[src/rtl/seg_scan_decoder.sv]
// rtl/seg_scan_decoder.sv - two-digit multiplexed seven-segment scan decoder
// Samples seg/cs, rebuilds tens+units frames, tracks manual (dash) mode, staleness and errors.
module seg_scan_decoder #(
  parameter int DASH_LEN = 4,
  parameter int TIMEOUT  = 1024
) (
  input  logic       clk,
  input  logic       reset,
  input  logic [7:0] seg,
  input  logic [1:0] cs,
  output logic [6:0] value,
  output logic       frame_valid,
  output logic       value_changed,
  output logic       manual,
  output logic       stale,
  output logic       err,
  output logic [7:0] err_cnt
);

  localparam int DW = $clog2(DASH_LEN + 1);
  localparam int TW = $clog2(TIMEOUT + 1);
  localparam logic [DW-1:0] DASH_MAX  = DW'(DASH_LEN);
  localparam logic [TW-1:0] STALE_MAX = TW'(TIMEOUT);

  typedef enum logic {WAIT_TENS, WAIT_UNITS} state_t;

  logic [7:0]    seg_q;
  logic [1:0]    cs_q;
  logic          primed_q;
  state_t        state_q, state_d;
  logic [3:0]    tens_q, tens_d;
  logic [6:0]    value_q, value_d;
  logic          fv_q, fv_d;
  logic          vc_q, vc_d;
  logic          manual_q, manual_d;
  logic          stale_q, stale_d;
  logic          err_q, err_d;
  logic [7:0]    err_cnt_q, err_cnt_d;
  logic [DW-1:0] dash_q, dash_d;
  logic [TW-1:0] stale_cnt_q, stale_cnt_d;

  logic [3:0]    digit;
  logic          digit_ok;
  logic          is_dash;

  always_comb begin
    digit    = 4'd0;
    digit_ok = 1'b1;
    case (seg_q)
      8'b00000011: digit = 4'd0;
      8'b10011111: digit = 4'd1;
      8'b00100101: digit = 4'd2;
      8'b00001101: digit = 4'd3;
      8'b10011001: digit = 4'd4;
      8'b01001001: digit = 4'd5;
      8'b01000001: digit = 4'd6;
      8'b00011111: digit = 4'd7;
      8'b00000001: digit = 4'd8;
      8'b00001001: digit = 4'd9;
      default:     digit_ok = 1'b0;
    endcase
    is_dash = (seg_q == 8'b11111101);
  end

  always_comb begin
    state_d  = state_q;
    tens_d   = tens_q;
    value_d  = value_q;
    fv_d     = 1'b0;
    vc_d     = 1'b0;
    err_d    = 1'b0;
    manual_d = manual_q;
    dash_d   = dash_q;
    // The reset-loaded input registers hold no real sample, so the first post-reset edge decodes nothing.
    if (primed_q) begin
      case (cs_q)
        2'b10: begin
          dash_d = '0;
          if (digit_ok) begin
            tens_d  = digit;
            state_d = WAIT_UNITS;
          end else begin
            err_d   = 1'b1;
            state_d = WAIT_TENS;
          end
        end
        2'b01: begin
          dash_d = '0;
          if (!digit_ok) begin
            err_d   = 1'b1;
            state_d = WAIT_TENS;
          end else if (state_q == WAIT_TENS) begin
            err_d = 1'b1;
          end else begin
            value_d  = 7'(tens_q) * 7'd10 + 7'(digit);
            fv_d     = 1'b1;
            vc_d     = (value_d != value_q);
            manual_d = 1'b0;
            state_d  = WAIT_TENS;
          end
        end
        2'b11: begin
          state_d = WAIT_TENS;
          if (is_dash) begin
            if (dash_q != DASH_MAX) dash_d = dash_q + DW'(1);
            if (dash_d == DASH_MAX) manual_d = 1'b1;
          end else begin
            err_d  = 1'b1;
            dash_d = '0;
          end
        end
        default: begin
          dash_d  = '0;
          err_d   = 1'b1;
          state_d = WAIT_TENS;
        end
      endcase
    end

    err_cnt_d = err_cnt_q;
    if (err_d && err_cnt_q != 8'hFF) err_cnt_d = err_cnt_q + 8'd1;

    stale_cnt_d = stale_cnt_q;
    if (fv_d) stale_cnt_d = '0;
    else if (stale_cnt_q != STALE_MAX) stale_cnt_d = stale_cnt_q + TW'(1);
    stale_d = (stale_cnt_d == STALE_MAX);
  end

  always_ff @(posedge clk) begin
    if (reset) begin
      seg_q       <= 8'hFF;
      cs_q        <= 2'b11;
      primed_q    <= 1'b0;
      state_q     <= WAIT_TENS;
      tens_q      <= 4'd0;
      value_q     <= 7'd0;
      fv_q        <= 1'b0;
      vc_q        <= 1'b0;
      manual_q    <= 1'b0;
      stale_q     <= 1'b0;
      err_q       <= 1'b0;
      err_cnt_q   <= 8'd0;
      dash_q      <= '0;
      stale_cnt_q <= '0;
    end else begin
      seg_q       <= seg;
      cs_q        <= cs;
      primed_q    <= 1'b1;
      state_q     <= state_d;
      tens_q      <= tens_d;
      value_q     <= value_d;
      fv_q        <= fv_d;
      vc_q        <= vc_d;
      manual_q    <= manual_d;
      stale_q     <= stale_d;
      err_q       <= err_d;
      err_cnt_q   <= err_cnt_d;
      dash_q      <= dash_d;
      stale_cnt_q <= stale_cnt_d;
    end
  end

  assign value         = value_q;
  assign frame_valid   = fv_q;
  assign value_changed = vc_q;
  assign manual        = manual_q;
  assign stale         = stale_q;
  assign err           = err_q;
  assign err_cnt       = err_cnt_q;

endmodule
[config.mk]
export PLATFORM = sky130hd
export DESIGN_NAME = seg_scan_decoder
export DESIGN_NICKNAME = d
export VERILOG_FILES = /design/src/rtl/seg_scan_decoder.sv
export SDC_FILE = /design/constraint.sdc
export NUM_CORES = 1
export LEC_CHECK = 0
export CAP_MARGIN = 20
export CORE_ASPECT_RATIO = 0.7
export CORE_MARGIN = 2
export CORE_UTILIZATION = 40
export DETAILED_ROUTE_END_ITERATION = 12
export SLEW_MARGIN = 15
export SYNTH_ARGS = -nofsm -noshare
export SYNTH_HDL_FRONTEND = slang
export SYNTH_SLANG_ARGS = --single-unit
export TNS_END_PERCENT = 1
[constraint.sdc]
create_clock -name clk -period 2.7 [get_ports clk]
set_input_delay 0.54 -clock clk [delete_from_list [all_inputs] [get_ports clk]]
set_output_delay 0.54 -clock clk [all_outputs]
set_load 0.02 [all_outputs]
Fig. 1: placement by cell class
(4 px per um) Fill, decap, tap and diode cells in grey.
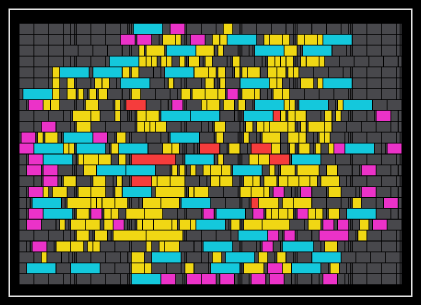
[sequential cells] cyan | cells: 50 | share of their area: 32%
[clock drivers and dummy loads] red | cells: 8 | share of their area: 3.5%
[remaining buffers and delay cells] magenta | cells: 47 | share of their area: 14%
[combinational and other logic] yellow | cells: 234 | share of their area: 50%

Fig. 2: nets reached from selected ports
(4 px per um)
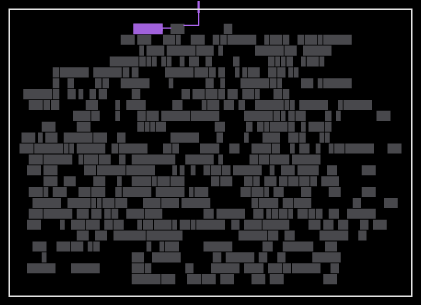
[`stale`] purple | direction: output | edge: top | end cells: 1 | buffers: 1 | wire: 10.2 um

Fig. 3: the clock network
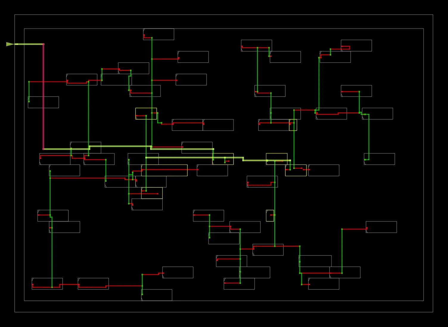
Max Clock Skew: 5.497 ps
Insertion Delay late pin: 300 ps
Layout clock buffers: 5
total CTS buffers: 5
flop count: 50

Fig. 4: clock distribution
(4 px per um)
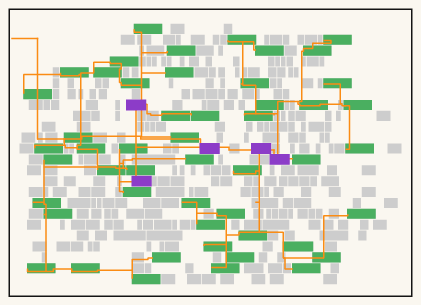
[flip-flops] green | count: 50
[clock wires] orange | length: 669 um
[clock drivers] purple | count: 5
flops lie: spread over the die
routed clock nets: 6

==> flow_summary_export.csv <==
group,metric,value,unit
outcome,status,"completed",
placement,pre_cts_slack,-59.61,ps
grt,grt_start_max_net_pins,36,
setup_path,crit_chain,"nand4b_1 > nor4_2 > o21bai_4 > ha_4 > inv_1 > fa_2 > nor2b_1 > o21ai_1 > xor2_1 > xnor2_1 > nor3_2 > a311oi_1",
clocking,cts.repair.resized,2,
floorplan,fp.dieW,100.2,um
grt,grt_busiest_layer,"met1",
routing,routed.top_layer,"met4",
placement,dp.cells,408,
routing,vias,2139,
setup_path,slowest_delay,340,ps
synthesis,syn_inst,297,
clocking,postCtsSetupRepairBufs,0,
min_path,hold_path_class,"flop to flop",
placement,dp.final_hpwl,4.055,mm
cells_and_area,clock_area_frac,0.03381,
cells_and_area,inv_count,13,
setup_path,r2r_slack,120,ps
setup_path,crit_family,"simple AND/OR/NAND/NOR gates",
clocking,ctsHoldBuffers,0,
floorplan,core,0.006246,mm^2
min_path,min_from,"manual$_SDFFE_PP0P_",
clocking,clk_pin_slew,100,ps
grt,grt_use_met2,0.2177,
final_timing,fmax,387.7,MHz
power_and_ir_drop,p_clk,530,uW
cells_and_area,layout-drive-gt1-share,0.1563,
setup_path,path_class,"flop to flop",
final_timing,hold_viol,0,
routing,drt_wl_total,5.585,mm
synthesis,top_cell,"dfxtp_1",
floorplan,die_area,0.007152,mm^2
setup_path,r2r_end,"value_changed$_SDFF_PP0_",
job,warning_count,28,
grt,grtUsageTotal,0.1663,
setup_path,endpoint,"value_changed$_SDFF_PP0_",
synthesis,synth_area_leader_cell,"dfxtp_1",
power_and_ir_drop,power_frac_clock,0.371,
cells_and_area,logic_area,0.001519,mm^2
synthesis,ys_types,52,
setup_path,critPathLaunch,"seg_q[6]$_SDFF_PP1_",
setup_path,cp.arrival,2800,ps
clocking,cts.path.max_buffers,2,
setup_path,rr_worst_depth,12,
setup_path,cp-start-kind,"flop",
cells_and_area,seq_area,0.001002,mm^2
power_and_ir_drop,p_switching,338.2,uW
grt,grt_overflow,0,
power_and_ir_drop,seq-power,773,uW
placement,placed_area,0.003050,mm^2
Power and IR drop assume default switching activity.
